$ cat src/rtl/unpack_telemetry_framed_if.sv
// Purpose: byte-stream input and packet/status output bundle for unpack_telemetry_framed.
// Latency: none (wiring only).
// Backpressure: none; the byte stream is qualified by valid_in only.
// Ports: k_in/data_in/valid_in (decoded link bytes), data_out/valid_out (assembled packet),
//        bad_short/bad_long/bad_kchar (error pulses), locked, pkt_count, err_count.
interface unpack_telemetry_framed_if #(
    parameter int g_data_width = 11,
    parameter int g_cnt_width  = 16
);
    logic                      k_in;
    logic [7:0]                data_in;
    logic                      valid_in;
    logic [g_data_width*8-1:0] data_out;
    logic                      valid_out;
    logic                      bad_short;
    logic                      bad_long;
    logic                      bad_kchar;
    logic                      locked;
    logic [g_cnt_width-1:0]    pkt_count;
    logic [g_cnt_width-1:0]    err_count;

    // Byte source side
    modport master (
        output k_in, data_in, valid_in,
        input  data_out, valid_out, bad_short, bad_long, bad_kchar,
        input  locked, pkt_count, err_count
    );

    // Unpacker side
    modport slave (
        input  k_in, data_in, valid_in,
        output data_out, valid_out, bad_short, bad_long, bad_kchar,
        output locked, pkt_count, err_count
    );
endinterface

$ cat src/rtl/unpack_telemetry_framed.sv
// Purpose: assemble K-delimited decoded bytes into g_data_width-byte packets, flag malformed packets.
// Latency: valid_out / error pulses appear 2 clocks after the triggering valid_in byte.
// Backpressure: none; bytes are consumed whenever valid_in is high, idle cycles change no state.
// Ports: clk, rst (sync, active-high); bus (slave modport) carries the byte input, the packet
//        output and the status outputs (locked, saturating pkt_count / err_count).
module unpack_telemetry_framed #(
    parameter int         g_data_width      = 11,
    parameter logic [7:0] g_k_char          = 8'hBC,
    parameter bit         g_require_trailer = 1'b0,
    parameter int         g_cnt_width       = 16
) (
    input  logic                       clk,
    input  logic                       rst,
    unpack_telemetry_framed_if.slave   bus
);
    localparam int CW = $clog2(g_data_width + 1);
    localparam logic [CW-1:0] N_FULL = CW'(g_data_width);
    localparam logic [CW-1:0] N_LAST = CW'(g_data_width - 1);

    typedef enum logic [1:0] {
        ST_HUNT,
        ST_RECV,
        ST_OVERRUN
    } state_t;

    state_t                    state;
    logic [CW-1:0]             count;
    logic                      long_seen;   // bad_long already raised for this overrun
    logic [g_data_width*8-1:0] asm_q;

    // Stage 1: per-byte events decided in the FSM
    logic rel_s1, short_s1, long_s1, kchar_s1;

    // Stage 2: registered outputs
    logic [g_data_width*8-1:0] data_q;
    logic                      valid_q, short_q, long_q, kchar_q, locked_q;
    logic [g_cnt_width-1:0]    pkt_q, err_q;

    logic is_delim, is_data, is_kother;

    assign is_delim  = bus.valid_in &  bus.k_in & (bus.data_in == g_k_char);
    assign is_kother = bus.valid_in &  bus.k_in & (bus.data_in != g_k_char);
    assign is_data   = bus.valid_in & ~bus.k_in;

    always_ff @(posedge clk) begin
        if (rst) begin
            state     <= ST_HUNT;
            count     <= '0;
            long_seen <= 1'b0;
            asm_q     <= '0;
            rel_s1    <= 1'b0;
            short_s1  <= 1'b0;
            long_s1   <= 1'b0;
            kchar_s1  <= 1'b0;
            data_q    <= '0;
            valid_q   <= 1'b0;
            short_q   <= 1'b0;
            long_q    <= 1'b0;
            kchar_q   <= 1'b0;
            locked_q  <= 1'b0;
            pkt_q     <= '0;
            err_q     <= '0;
        end else begin
            rel_s1   <= 1'b0;
            short_s1 <= 1'b0;
            long_s1  <= 1'b0;
            kchar_s1 <= 1'b0;

            case (state)
                ST_HUNT: begin
                    if (is_delim) begin
                        state <= ST_RECV;
                        count <= '0;
                    end
                end

                ST_RECV: begin
                    if (is_data) begin
                        if (count == N_FULL) begin
                            // Only reachable with a trailer required: byte N+1 before the delimiter
                            long_s1   <= 1'b1;
                            long_seen <= 1'b1;
                            state     <= ST_OVERRUN;
                        end else begin
                            for (int i = 0; i < g_data_width; i++) begin
                                if (count == CW'(i)) begin
                                    asm_q[i*8 +: 8] <= bus.data_in;
                                end
                            end
                            if ((count == N_LAST) && !g_require_trailer) begin
                                rel_s1    <= 1'b1;
                                long_seen <= 1'b0;
                                count     <= '0;
                                state     <= ST_OVERRUN;
                            end else begin
                                count <= count + CW'(1);
                            end
                        end
                    end else if (is_delim) begin
                        // count==0 is an idle delimiter: no error, keep waiting
                        if (count == N_FULL) begin
                            rel_s1 <= 1'b1;
                        end else if (count != '0) begin
                            short_s1 <= 1'b1;
                        end
                        count <= '0;
                    end else if (is_kother) begin
                        kchar_s1 <= 1'b1;
                        state    <= ST_HUNT;
                    end
                end

                ST_OVERRUN: begin
                    if (is_data) begin
                        if (!long_seen) begin
                            long_s1   <= 1'b1;
                            long_seen <= 1'b1;
                        end
                    end else if (is_delim) begin
                        state <= ST_RECV;
                        count <= '0;
                    end else if (is_kother) begin
                        state <= ST_HUNT;
                    end
                end

                default: begin
                    state <= ST_HUNT;
                    count <= '0;
                end
            endcase

            // Stage 2. asm_q is read before any overwrite by the next byte (non-blocking),
            // so data_out always captures the complete packet.
            valid_q <= rel_s1;
            short_q <= short_s1;
            long_q  <= long_s1;
            kchar_q <= kchar_s1;

            if (rel_s1) begin
                data_q   <= asm_q;
                locked_q <= 1'b1;
                if (pkt_q != '1) begin
                    pkt_q <= pkt_q + g_cnt_width'(1);
                end
            end

            // At most one of the error events is set per byte
            if (short_s1 | long_s1 | kchar_s1) begin
                locked_q <= 1'b0;
                if (err_q != '1) begin
                    err_q <= err_q + g_cnt_width'(1);
                end
            end
        end
    end

    assign bus.data_out  = data_q;
    assign bus.valid_out = valid_q;
    assign bus.bad_short = short_q;
    assign bus.bad_long  = long_q;
    assign bus.bad_kchar = kchar_q;
    assign bus.locked    = locked_q;
    assign bus.pkt_count = pkt_q;
    assign bus.err_count = err_q;

endmodule
$ cat src/flat_wrapper.sv
// flat-port wrapper written by rule: the top's interface ports become plain ports
module unpack_telemetry_framed_flat 
#(
    parameter int         g_data_width      = 11,
    parameter logic [7:0] g_k_char          = 8'hBC,
    parameter bit         g_require_trailer = 1'b0,
    parameter int         g_cnt_width       = 16
)
  (clk, rst, bus_k_in, bus_data_in, bus_valid_in, bus_data_out, bus_valid_out, bus_bad_short, bus_bad_long, bus_bad_kchar, bus_locked, bus_pkt_count, bus_err_count);
  unpack_telemetry_framed_if #(.g_data_width(g_data_width), .g_cnt_width(g_cnt_width)) bus_i ();
  input  logic clk;
  input  logic rst;
  input wire logic [$bits(bus_i.k_in)-1:0] bus_k_in;
  input wire logic [$bits(bus_i.data_in)-1:0] bus_data_in;
  input wire logic [$bits(bus_i.valid_in)-1:0] bus_valid_in;
  output wire logic [$bits(bus_i.data_out)-1:0] bus_data_out;
  output wire logic [$bits(bus_i.valid_out)-1:0] bus_valid_out;
  output wire logic [$bits(bus_i.bad_short)-1:0] bus_bad_short;
  output wire logic [$bits(bus_i.bad_long)-1:0] bus_bad_long;
  output wire logic [$bits(bus_i.bad_kchar)-1:0] bus_bad_kchar;
  output wire logic [$bits(bus_i.locked)-1:0] bus_locked;
  output wire logic [$bits(bus_i.pkt_count)-1:0] bus_pkt_count;
  output wire logic [$bits(bus_i.err_count)-1:0] bus_err_count;
  assign bus_i.k_in = bus_k_in;
  assign bus_i.data_in = bus_data_in;
  assign bus_i.valid_in = bus_valid_in;
  assign bus_data_out = bus_i.data_out;
  assign bus_valid_out = bus_i.valid_out;
  assign bus_bad_short = bus_i.bad_short;
  assign bus_bad_long = bus_i.bad_long;
  assign bus_bad_kchar = bus_i.bad_kchar;
  assign bus_locked = bus_i.locked;
  assign bus_pkt_count = bus_i.pkt_count;
  assign bus_err_count = bus_i.err_count;
  unpack_telemetry_framed #(.g_data_width(g_data_width), .g_k_char(g_k_char), .g_require_trailer(g_require_trailer), .g_cnt_width(g_cnt_width)) u_core (.clk(clk), .rst(rst), .bus(bus_i));
endmodule
$ cat config.mk
export PLATFORM = sky130hd
export DESIGN_NAME = unpack_telemetry_framed_flat
export DESIGN_NICKNAME = d
export VERILOG_FILES = /design/src/rtl/unpack_telemetry_framed_if.sv /design/src/rtl/unpack_telemetry_framed.sv /design/src/flat_wrapper.sv
export SDC_FILE = /design/constraint.sdc
export NUM_CORES = 1
export LEC_CHECK = 0
export CAP_MARGIN = 20
export CORE_MARGIN = 3
export CORE_UTILIZATION = 35
export DETAILED_ROUTE_END_ITERATION = 10
export HOLD_SLACK_MARGIN = 0.08
export PLACE_DENSITY = 0.56
export RECOVER_POWER = 50
export SLEW_MARGIN = 15
export SYNTH_ARGS = -nofsm -noshare
export SYNTH_HDL_FRONTEND = slang
export SYNTH_SLANG_ARGS = --single-unit
$ cat constraint.sdc
create_clock -name clk -period 1.9 [get_ports clk]
set_input_delay 0.38 -clock clk [delete_from_list [all_inputs] [get_ports clk]]
set_output_delay 0.38 -clock clk [all_outputs]
set_load 0.01 [all_outputs]
==> run notes, run 1 <==
Implementation results.

Counting instances in the post-synthesis netlist gives the leading cell types as 224 x sky130_fd_sc_hd__dfxtp_1, 201 x sky130_fd_sc_hd__nor2_1, 180 x sky130_fd_sc_hd__mux2i_1. The endpoint required time on the critical path is 1.52 ns. Counting along the longest clock path gives a buffer depth of 3. Yosys stat counts about 900 cells in the synthesized netlist. Summing all multi-input logic gate instances after layout gives 4120 µm². The adder and majority gate portion of the synthesized area is 0.842%. For the final routed database, the setup TNS stands at 0 ns.

Looking at the clock tree report, the H-tree level count equals 1. The busiest layer in global routing is met2. The core region is 24700 µm².

The tally of OpenROAD warnings is 29. The count of maximum capacitance violations is 0. Once layout is complete, the cells apart from fillers number 1400.

The critical path class is reg2out. The number of combinational gates with multiple inputs is 604. The post-synth count of flops with an enable pin is 0. The count of antenna-violating nets left after detailed routing is 0. The report lists the cells along the critical path as clkdlybuf4s50_1. The hold-fix buffer count after cts is 0. The leading cell type in the layout, fill and taps excluded is sky130_fd_sc_hd__dfxtp_1. The power per unit of standard cell area is 820 nW/µm². Per the synthesis report, the XOR/XNOR share of the synthesized area is 0.196%.

The routed layout reports a DRC error count of 0. The fraction of area in multi-input gates is 35.1%. The simple-gate area share of the yosys netlist is 17.7%. Headroom to the max-slew limit came out at 38.0%. The initial antenna violation count is 0. The sequential area share after synthesis is 50.3%. The width of the chip is ~170 µm. The count of buffers added on input and output ports is roughly 140. The die footprint is 27400 µm². The TritonCTS sink count is 224. The fraction of final cell area spent on non-clock buffers in this run is 16.0%.

The TritonCTS clock tree is yes. The combinational family with the most area after synthesis is multiplexers. The area share of the largest cell type after synthesis is around half. The clock network area share is 6.64%. STA on the placed design reports a worst setup slack of -0.319 ns. Hold timing on the final database bottoms out at a slack of 0.138 ns.

The design draws 9.62 mW. The switching fraction of total power is 21.2%. Counting distinct cell types in the post-synthesis netlist gives ~56. Derived from the worst setup path, the maximum achievable clock frequency is approximately 0.54 GHz. The number of gates resized after cts is 11. The main flop type after synthesis is sky130_fd_sc_hd__dfxtp_1.

From bottom edge to top edge, the die measures 166 µm. The layout buffer count excluding clock buffers is 196. The number of DRC violations after detailed-routing iteration 0 is roughly 430. The post-CTS setup buffer count is 0. The global placement routability congestion is roughly 0.84. The area taken by sequential standard cells is reported as 4510 µm². In this run the layout overhead on the synthesized area is reported as 31.5%. The number of global-route vias before repair is 6553. Note that the worst hold path type here is in2reg. The delay contributed by the slowest stage of the critical path is 0.56 ns. The clock group share of total power is 48.2%. The count of placed standard cells including taps is 1358.

The type of origin of the critical path is a flip-flop. The post-place instance area is 11000 µm². The cell with the most instances after synthesis is sky130_fd_sc_hd__dfxtp_1. The switching component of the power was reported as 2.04 mW.

In the finished design, the share of the clock period the worst path needs comes to 96.8%. The post-route netlist has about 12% of its cells at a drive strength greater than 1. The yosys warning tally is 0.

The number of clock-tree buffers in the layout is 34. The run finished with clean final reports. The sequential cell fraction of total power is approximately half.

Subtracting the final worst setup slack from the clock period gives between 1.5 and 2 ns. The data arrival time at the worst-slack endpoint is 1.46 ns. The cell class with the largest area share is flip-flops and latches. The analysis attributes to cell leakage a power of 4.36 nW. The clock-pin slew on the worst setup and hold paths is 0.06 ns. sky130_fd_sc_hd__dfxtp_1 takes more of the synthesized area than any other cell. For this run, the script counts the antenna cells in the layout as 0. Global routing finished with a remaining overflow of 0. The synthesis report lists the most area-consuming cells as sky130_fd_sc_hd__dfxtp_1 50%, sky130_fd_sc_hd__mux2i_1 20%, sky130_fd_sc_hd__nor2_1 8.5%, sky130_fd_sc_hd__clkbuf_1 1.6%, sky130_fd_sc_hd__a21oi_1 1.4%. The routed wire length on met2 is 9.80 mm. Per the timing report, the biggest fanout along the worst path comes to 6. The initial utilization of the core area, before any placement, comes to 36.2%. The clock latency of the later-clocked register in the worst-skew pair is 0.51 ns. Across all setup checks in the final design, the least slack found is 0.0600 ns. In the per-layer summary, the met1 wirelength comes to 10.9 mm. The number of buffers inserted during clock tree synthesis is 24. The summed area of non-filler cells in the final layout is 11700 µm². Before any placement, the netlist area is recorded as around 8900 µm².

The combinational cell fraction of total power is under 10%. Setup repair after global routing left no endpoint under its margin. The met3 layer wire length in the routed design is 965 µm. The final-report setup violation count is 0. Entering global routing, the biggest net connects 79 pins.
## run 1: power groups by stage
| stage | Sequential [mW] | Clock [mW] | Combinational [mW] |
|---|---|---|---|
| 2_1_floorplan | 4.81 | 0 | 0.150 |
| 3_3_place_gp | 4.81 | 0 | 0.287 |
| 4_1_cts | 4.70 | 4.78 | 0.287 |
| 5_1_grt | 4.70 | 4.99 | 0.304 |
| 3_5_place_dp | 4.81 | 0 | 0.286 |
| 6_report | 4.70 | 4.64 | 0.280 |
## run 1: path summary, 6_finish.rpt
path	slack (ns)	endpoint	cells past startpoint	start
min reg2reg	0.45	u_core.long_s1	1	u_core.long_seen
min	0.14	u_core.bus.err_count[12]	2	rst
max reg2reg	0.16	u_core.asm_q[67]	7	u_core.state[1]
max	0.06	bus_pkt_count[8]	1	u_core.bus.pkt_count[8]
Run 1, the metal 2 layer:
Bar = 50 µm.
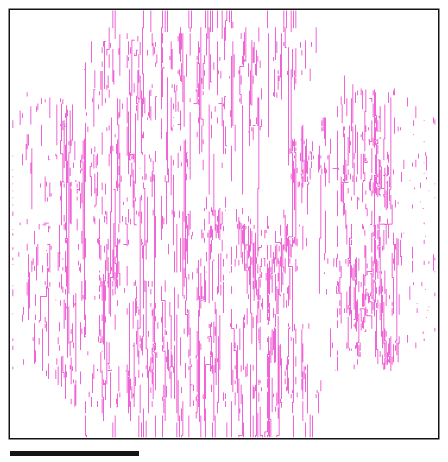
share of all routed wire	45%
longest straight run	70.0 µm
main direction	vertical
wire length on this layer	9800 µm
final wirelength: 21.9 mm
met2 routing resource usage after global routing: 24.5%
routed vias: 6786

Run 1, sequential cells grouped by signal name:
Other sequential cells in the stronger grey, the rest of the logic in the fainter grey.
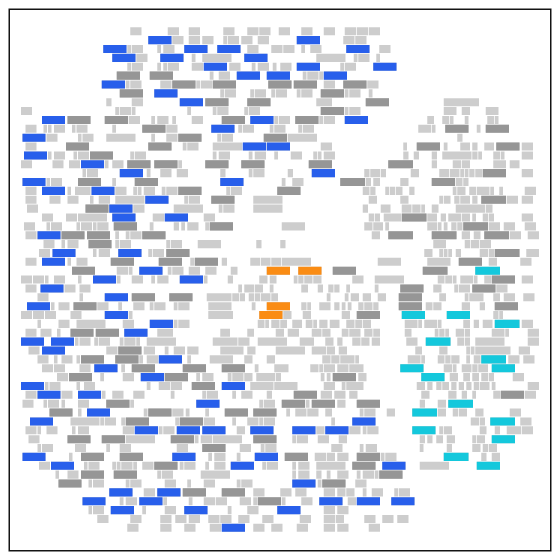
signal	colour	flops
u_core.bus.data_out	blue	88
u_core.bus.err_count	cyan	16
u_core.count	orange	4
not coloured	116

Run 1, cell outlines without signal wires:
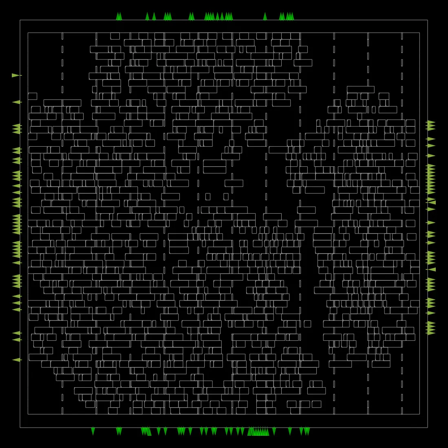
Util after Layout: 47.5%
Std-Cell Rows: 57
number of fill cells: 2359
flop count: 224
number of tap cells inserted: 324

Run 1, wiring by layer:
Only two layers are drawn.
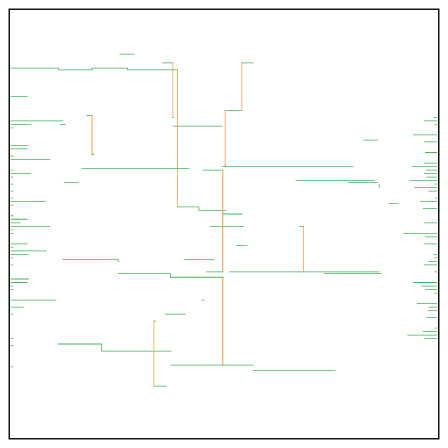
layer	colour	wire length
met3	green	966 µm
met4	orange	245 µm
detail-routed net length per standard cell: 15.6 µm
total routing resource utilization after global routing: 15.4%

Run 1, wires at chosen ports, followed through buffers:
Bar = 50 µm.
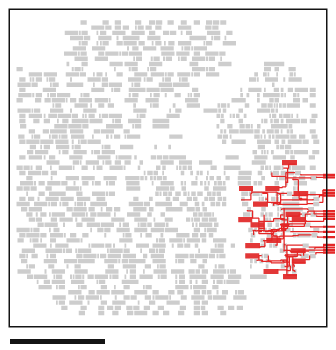

==> run 1 -> run 2 <==
CORE_MARGIN = default   (was 3)
Run 2, wires at chosen ports, followed through buffers:
Bar = 50 µm.
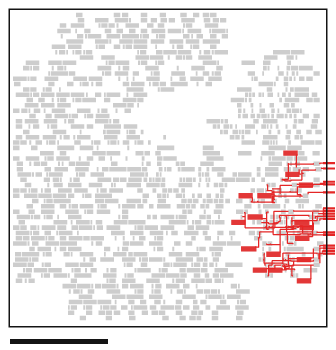
port	colour	direction	end cells	buffers	wire
bus_err_count	red	output	16	21	690 µm

==> run notes, run 2 <==
Implementation results.

The clock latency of the later-clocked register in the worst-skew pair is 0.53 ns. The clock passes through at most 3 buffers. Looking at the post-CTS report, the setup buffer insertion count equals 0. In this run, the synthesized area fraction spent on adder and majority cells is recorded as 0.842%. In the synthesized netlist, the cells that appear most often are 224 x sky130_fd_sc_hd__dfxtp_1, 201 x sky130_fd_sc_hd__nor2_1, 180 x sky130_fd_sc_hd__mux2i_1.

After detailed placement, the total cell area comes to 11100 µm². Per the OpenROAD power report, leakage power amounts to 4.36 nW. In this run, synthesis inferred 0 flip-flops with an integrated enable.

Post-CTS repair ended up resizing 19 cells. The first routing iteration left approximately 380 violations. At the placement stage, the worst setup path has a slack of -0.331 ns.

After detailed routing, the number of remaining DRC violations is 1. After synthesis, the largest area contributor takes up 50.3% of total cell area. The number of cell rows is 58. The main flop type after synthesis is sky130_fd_sc_hd__dfxtp_1. The run finished, with violations left. Looking at the critical path, the highest net fanout was 2. In the hold timing report, the worst path depth is 3. The routed wire length on met2 is 9.23 mm. The library cell with the largest summed area after synthesis is sky130_fd_sc_hd__dfxtp_1. The initial antenna violation count came to 0. The number of cells in the yosys synthesis report is 900. STA puts the critical path data arrival time at ~1.5 ns.

The share of the core area taken by cells at floorplan is 35.5%. Summing all non-filler instances in the final layout gives an area of 11800 µm². The capture endpoint of the worst hold path is u_core.asm_q[83]. The global placement routability congestion is 0.825. The net switching power in the latest report is between 2 and 2.5 mW. The simple-gate area share of the yosys netlist is 17.7%. Combinational logic is responsible for 2.9% of the overall power.

The timing report gives the clock slew at the launch and capture registers of the worst setup and hold paths as 0.06 ns. On the worst path, the slowest cell contributes a delay of 0.56 ns. The data required time reported for the critical path is 1.52 ns. The launching point of the worst reg2reg path is u_core.state[0]. The critical path class is reg2out.

The relative max-transition margin is 36.4%. The type of the most critical hold path is in2reg. The type of origin of the critical path is a flip-flop. The worst hold margin is roughly 0.33 ns.

The height of the die is 162 µm. The yosys warning tally is 0. The cell with the largest stage delay on the worst path is sky130_fd_sc_hd__clkdlybuf4s50_1. The report counts max-capacitance violations totalling 0. The total wire length is around 21 mm. In this run, power in flip-flops and latches comes to 4.71 mW. The checks that failed: DRC. The routed length per instance is between 15 and 20 µm. The CTS log lists the clock sinks for this run as 224. In the final routing, the length of wire on met1 measures 10.8 mm. The maximum clock rate is 0.539 GHz. Power attributed to the clock group is 4.56 mW.

Of the cells placed in the final design, the portion with a size suffix greater than 1 is 11.5%. The count of placed standard cells including taps is 1368. Summed over all failing endpoints, the final setup total negative slack is 0 ns. The synthesis-to-finish area growth is 31.7%. The count of antenna-violating nets left after detailed routing is 0.

Setup repair after global routing left no endpoint under its margin. The number of antenna diodes in the final layout is 0. The worst register-to-register path has a depth of 6. The sequential area share after synthesis is 50.3%. The setup check on the worst reg-to-reg path leaves a slack of 0.14 ns. After the flow finishes, the layout carries non-filler instances totaling ~1400. For the worst min-delay path, the startpoint reported by OpenROAD is rst. Net switching is 21.9% of the power. The met3 layer wire length in the routed design is 830 µm.

CTS built an H-tree with a depth of 1. For this run the aggregate overflow at the end of global routing stands at 0. The synthesized netlist devotes less than 1% of its cell area to XOR and XNOR gates. The reg-to-reg critical path endpoint is u_core.asm_q[4]. The core utilization of the finished layout is 46.8%. Walking the worst path, the cells encountered are clkdlybuf4s50_1. The most common logic cell in the final layout is sky130_fd_sc_hd__dfxtp_1. The top contributor to total power is registers.

The design draws between 9 and 10 mW. The number of global-route vias before repair is 6401. After global routing, the most crowded layer is met2.

The hold-fix buffer count after cts is 0. Total power normalized to cell area comes to 812 nW/µm². Counting distinct cell types in the post-synthesis netlist gives about 56. The power of the combinational group is 0.273 mW. Port buffering added roughly 140 buffers. The cell with the most instances after synthesis is sky130_fd_sc_hd__dfxtp_1. Sorting the synthesized cells by area gives the leading types as sky130_fd_sc_hd__dfxtp_1 50%, sky130_fd_sc_hd__mux2i_1 20%, sky130_fd_sc_hd__nor2_1 8.5%, sky130_fd_sc_hd__clkbuf_1 1.6%, sky130_fd_sc_hd__a21oi_1 1.4%. The clock period minus worst slack is approximately 1.9 ns. The met2 usage in global routing is ~25%.

The clock group share of total power is 47.8%. The combinational family with the most area after synthesis is multiplexers.
Run 2, wiring by layer:
Only two layers are drawn.
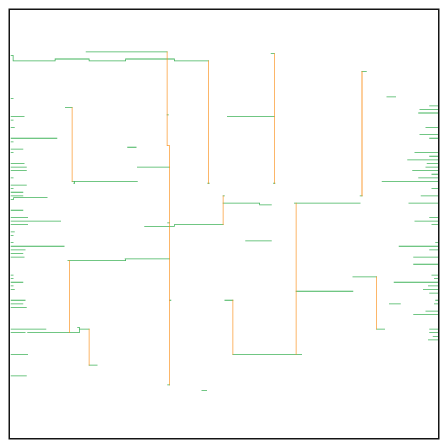
layer	colour	wire length
met4	orange	446 µm
met3	green	830 µm
routed vias: 6822
total routing resource utilization after global routing: 16.3%

[run 2: cell counts after synthesis]
No cell type changed its count.
[run 2: worst max-delay path by stage]
stage | from | cells after the start | endpoint | slack (ns)
after global placement | bus_data_in[6] | 6 | u_core.count[3] | -0.31
after floorplan | u_core.state[0] | 7 | u_core.asm_q[64] | 0.05
final | u_core.bus.data_out[65] | 1 | bus_data_out[65] | 0.04
after CTS | u_core.bus.err_count[0] | 2 | bus_err_count[0] | 0.005
after detailed placement | bus_data_in[6] | 6 | u_core.count[3] | -0.33
after global routing | u_core.bus.err_count[13] | 1 | bus_err_count[13] | 0.002
[run 2: cell type report]
cell class	instances	area (µm²)
fillers	2431	13400
clock buffers	38	736
flip-flops and latches	224	4500
clock inverters	5	40.0
inverters	10	37.5
repair buffers	200	1890
well taps	330	413
multi-input cells	604	4140
No activity file was given, so power comes from the tool's default toggle rates.
